[src/rtl/execute_mem_oqueue.sv]
// execute_mem_oqueue: DEPTH-entry output queue for the memory execution unit.
// Buffers completed memory results behind valid/ready handshakes on both sides,
// supports a synchronous flush, and counts down each buffered commit delay.
// Optional same-cycle bypass when empty: define EXECUTE_MEM_OQUEUE_BYPASS_EN.
module execute_mem_oqueue #(
    parameter int unsigned DEPTH  = 4,
    parameter int unsigned ROB_W  = 4,
    parameter int unsigned FID_W  = 8,
    parameter int unsigned DATA_W = 32,
    parameter int unsigned DLY_W  = 4
) (
    input  logic                       clk,
    input  logic                       resetn,
    input  logic                       i_flush,
    input  logic                       i_valid,
    output logic                       o_ready,
    input  logic [ROB_W-1:0]           i_dst_rob,
    input  logic [FID_W-1:0]           i_fid,
    input  logic [DATA_W-1:0]          i_result,
    input  logic [DLY_W-1:0]           i_cmtdelay,
    input  logic                       i_lsmiss,
    output logic                       o_valid,
    input  logic                       i_ready,
    output logic [ROB_W-1:0]           o_dst_rob,
    output logic [FID_W-1:0]           o_fid,
    output logic [DATA_W-1:0]          o_result,
    output logic [DLY_W-1:0]           o_cmtdelay,
    output logic                       o_lsmiss,
    output logic [$clog2(DEPTH):0]     o_count
);

    localparam int unsigned AW    = $clog2(DEPTH);
    localparam int unsigned PTR_W = AW + 1;

    logic [PTR_W-1:0]  wr_ptr_q, wr_ptr_d;
    logic [PTR_W-1:0]  rd_ptr_q, rd_ptr_d;
    logic [DEPTH-1:0]  valid_q, valid_d;

    logic [ROB_W-1:0]  rob_q  [DEPTH];
    logic [ROB_W-1:0]  rob_d  [DEPTH];
    logic [FID_W-1:0]  fid_q  [DEPTH];
    logic [FID_W-1:0]  fid_d  [DEPTH];
    logic [DATA_W-1:0] res_q  [DEPTH];
    logic [DATA_W-1:0] res_d  [DEPTH];
    logic [DLY_W-1:0]  dly_q  [DEPTH];
    logic [DLY_W-1:0]  dly_d  [DEPTH];
    logic [DEPTH-1:0]  miss_q, miss_d;

    logic [PTR_W-1:0]  count_c;
    logic [AW-1:0]     wr_idx_c;
    logic [AW-1:0]     rd_idx_c;
    logic              full_c;
    logic              head_valid_c;
    logic              bypass_c;
    logic              push_c;
    logic              pop_c;

    // Occupancy, handshake qualification and bypass decision
    always_comb begin
        count_c      = wr_ptr_q - rd_ptr_q;
        wr_idx_c     = wr_ptr_q[AW-1:0];
        rd_idx_c     = rd_ptr_q[AW-1:0];
        full_c       = (count_c == PTR_W'(DEPTH));
        head_valid_c = valid_q[rd_idx_c];
`ifdef EXECUTE_MEM_OQUEUE_BYPASS_EN
        bypass_c     = ~head_valid_c & i_valid & i_ready & ~i_flush;
`else
        bypass_c     = 1'b0;
`endif
        push_c       = i_valid & ~full_c & ~i_flush & ~bypass_c;
        pop_c        = head_valid_c & i_ready;
    end

    // Pointer and valid-bit next state; flush clears everything
    always_comb begin
        wr_ptr_d = wr_ptr_q;
        rd_ptr_d = rd_ptr_q;
        valid_d  = valid_q;
        if (pop_c) begin
            valid_d[rd_idx_c] = 1'b0;
            rd_ptr_d          = rd_ptr_q + PTR_W'(1);
        end
        if (push_c) begin
            valid_d[wr_idx_c] = 1'b1;
            wr_ptr_d          = wr_ptr_q + PTR_W'(1);
        end
        if (i_flush) begin
            wr_ptr_d = '0;
            rd_ptr_d = '0;
            valid_d  = '0;
        end
    end

    // Payload next state: write at tail, saturating countdown elsewhere
    always_comb begin
        miss_d = miss_q;
        for (int unsigned i = 0; i < DEPTH; i++) begin
            rob_d[i] = rob_q[i];
            fid_d[i] = fid_q[i];
            res_d[i] = res_q[i];
            dly_d[i] = (dly_q[i] != '0) ? (dly_q[i] - DLY_W'(1)) : '0;
            if (push_c && (wr_idx_c == AW'(i))) begin
                rob_d[i]  = i_dst_rob;
                fid_d[i]  = i_fid;
                res_d[i]  = i_result;
                dly_d[i]  = i_cmtdelay;
                miss_d[i] = i_lsmiss;
            end
        end
    end

    // Control state with synchronous active-low reset
    always_ff @(posedge clk) begin
        if (!resetn) begin
            wr_ptr_q <= '0;
            rd_ptr_q <= '0;
            valid_q  <= '0;
        end else begin
            wr_ptr_q <= wr_ptr_d;
            rd_ptr_q <= rd_ptr_d;
            valid_q  <= valid_d;
        end
    end

    // Payload storage, intentionally not reset
    always_ff @(posedge clk) begin
        for (int unsigned i = 0; i < DEPTH; i++) begin
            rob_q[i] <= rob_d[i];
            fid_q[i] <= fid_d[i];
            res_q[i] <= res_d[i];
            dly_q[i] <= dly_d[i];
        end
        miss_q <= miss_d;
    end

    // Head presentation; bypass overrides the stale head when enabled
    always_comb begin
        o_ready    = ~full_c;
        o_count    = count_c;
        o_valid    = head_valid_c;
        o_dst_rob  = rob_q[rd_idx_c];
        o_fid      = fid_q[rd_idx_c];
        o_result   = res_q[rd_idx_c];
        o_cmtdelay = dly_q[rd_idx_c];
        o_lsmiss   = miss_q[rd_idx_c];
        if (bypass_c) begin
            o_valid    = 1'b1;
            o_dst_rob  = i_dst_rob;
            o_fid      = i_fid;
            o_result   = i_result;
            o_cmtdelay = i_cmtdelay;
            o_lsmiss   = i_lsmiss;
        end
    end

endmodule

[config.mk]
export PLATFORM = sky130hd
export DESIGN_NAME = execute_mem_oqueue
export DESIGN_NICKNAME = d
export VERILOG_FILES = /design/src/rtl/execute_mem_oqueue.sv
export SDC_FILE = /design/constraint.sdc
export NUM_CORES = 1
export LEC_CHECK = 0
export CORE_ASPECT_RATIO = 1.5
export CORE_MARGIN = 4
export CORE_UTILIZATION = 30
export DETAILED_ROUTE_END_ITERATION = 7
export PLACE_DENSITY = 0.47
export SLEW_MARGIN = 20
export SYNTH_ARGS = -nofsm -noshare
export SYNTH_HDL_FRONTEND = slang
export SYNTH_SLANG_ARGS = --single-unit
[constraint.sdc]
create_clock -name clk -period 3.9 [get_ports clk]
set_clock_uncertainty 0.2 [all_clocks]
set_input_delay 0.39 -clock clk [delete_from_list [all_inputs] [get_ports clk]]
set_output_delay 0.39 -clock clk [all_outputs]
set_load 0.01 [all_outputs]
congestion_map.png
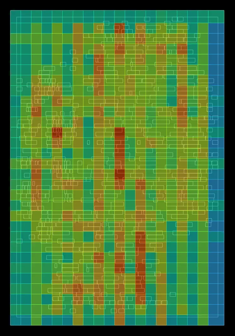
gr busiest metal: met2
met3 routing resource usage after global routing: 0.02023
global router's overall resource usage: 0.1180

m1.png
Supply wires on this layer in gray.
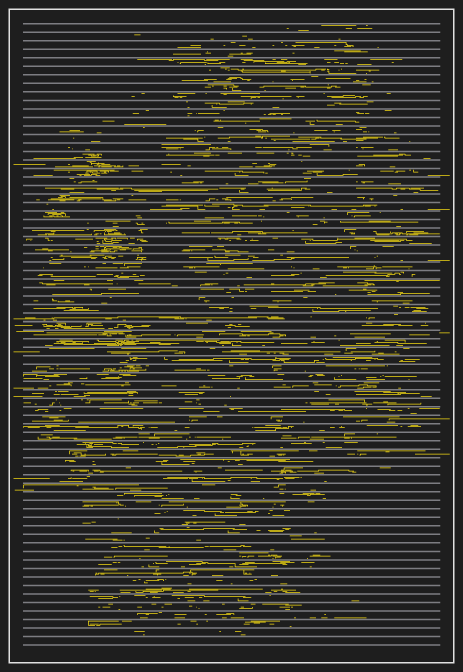
The longest straight run is 37.7 microns. The layer carries 6470 microns of wire. 540 nets have wire on it. The wires run mostly horizontal. The layer holds 37% of the routed length.

util_map.png
The die is cut into 14 by 21 equal tiles; white is low, dark blue is high, 0 to 100% covered.
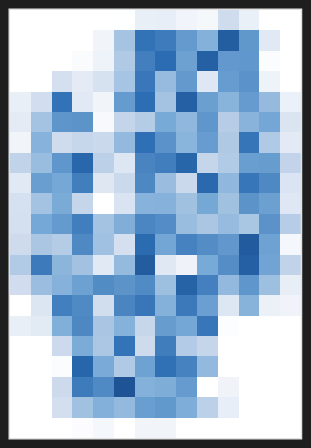
The fullest tile reaches 85%. The emptiest ninth of the die: bottom right. 21% of the tiles are nearly empty.

class_map.png
The bar under the picture is 50 microns long. Fill, decap, tap and diode cells in gray.
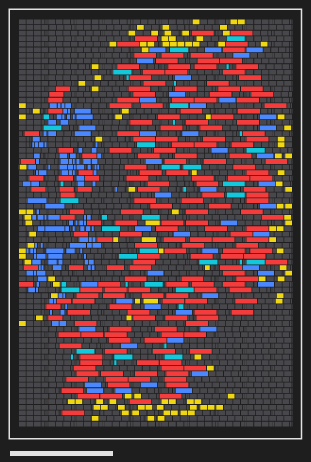
registers: in red, cells 208. remaining buffers and delay cells: in yellow, cells 117. clock drivers and dummy loads: in cyan, cells 40. remaining logic cells: in blue, cells 167.

==> flow_summary.rst <==
Run summary
-----------

.. list-table::
   :header-rows: 1

   * - Metric
     - Value
   * - Status
     - completed
   * - Antenna diode count
     - 0
   * - Clock tree root buffer cell
     - sky130_fd_sc_hd__clkbuf_16
   * - Destination of the worst hold path
     - valid_q[1]
   * - Share of synthesized area occupied by flip-flops and latches
     - 0.7427
   * - Register bit total from synthesis
     - 208
   * - Area of the mapped netlist
     - 8033 sq um
   * - Number of top-level pins
     - 108
   * - Worst setup SP type
     - flip-flop
   * - Post-Layout Cell Count
     - 869
   * - Core Region
     - 26490 sq um
   * - Sequential cell count
     - 208
   * - Post-Synthesis Mean Instance Area
     - 20.81 sq um
   * - Clock transition at the registers of the reported paths
     - 0.06 ns
   * - Cell count of the worst hold path
     - 2
   * - Beginning of the worst register-to-register path
     - wr_ptr_q[0]
   * - Master of the slowest instance on the critical path
     - sky130_fd_sc_hd__clkdlybuf4s50_1
   * - Clock period minus final worst setup slack
     - 3.262 ns
   * - Reg2Reg Setup Slack
     - 0.80 ns
   * - Number of distinct library cells after synthesis
     - 33
   * - Overflow after GRT
     - 0
   * - Switching pwr
     - 1.006 mW
   * - Non-clock buffering overhead in the final layout
     - 0.1151
   * - Non-CTS buffers
     - 117
   * - Depth of the worst register-to-register path
     - 7
   * - Number of global-route vias before repair
     - 4531
   * - Final-stage net count
     - 580
   * - Buffers inserted during post-CTS setup optimization
     - 0
   * - Cell area after layout
     - 10280 sq um
   * - Proportion of power drawn by combinational gates
     - 0.074
   * - Power density over cell area
     - 468.4 nW/um^2
   * - Classification of the worst setup path
     - flip-flop to primary output
   * - Footprint of the multi-input gates
     - 1971 sq um
   * - Max Slew Vio Count
     - 0
   * - Biggest cell delay along the critical path
     - 0.53 ns
   * - Count leader, synth
     - sky130_fd_sc_hd__edfxtp_1
   * - WL met1
     - 6.472 mm
   * - Most area-hungry cell type in the Yosys netlist
     - sky130_fd_sc_hd__edfxtp_1
## power groups by stage
stage / clock (mW) / sequential (mW) / combinational, mW
3_3_place_gp: 0 / 2.55 / 0.358
3_5_place_dp: 0 / 2.55 / 0.367
6_report: 1.96 / 2.50 / 0.356
2_1_floorplan: 0 / 2.54 / 0.152
5_1_grt: 2.10 / 2.51 / 0.386
4_1_cts: 2.01 / 2.50 / 0.368
## worst min-delay path: stages (launching register included)
cell,delay [ns]
sky130_fd_sc_hd__dfxtp_1,0.31
sky130_fd_sc_hd__nand2_1,0.05
sky130_fd_sc_hd__o22ai_1,0.05
## registers in the layout, indices dropped and copies added (netlist names), named ones only
signal and cells:
valid_q 4, dly_q 16, fid_q 32, wr_ptr_q 3
rob_q 16, res_q 128, rd_ptr_q 3, miss_q 4
Power figures rest on the tool's default switching activity, not on a simulated workload.
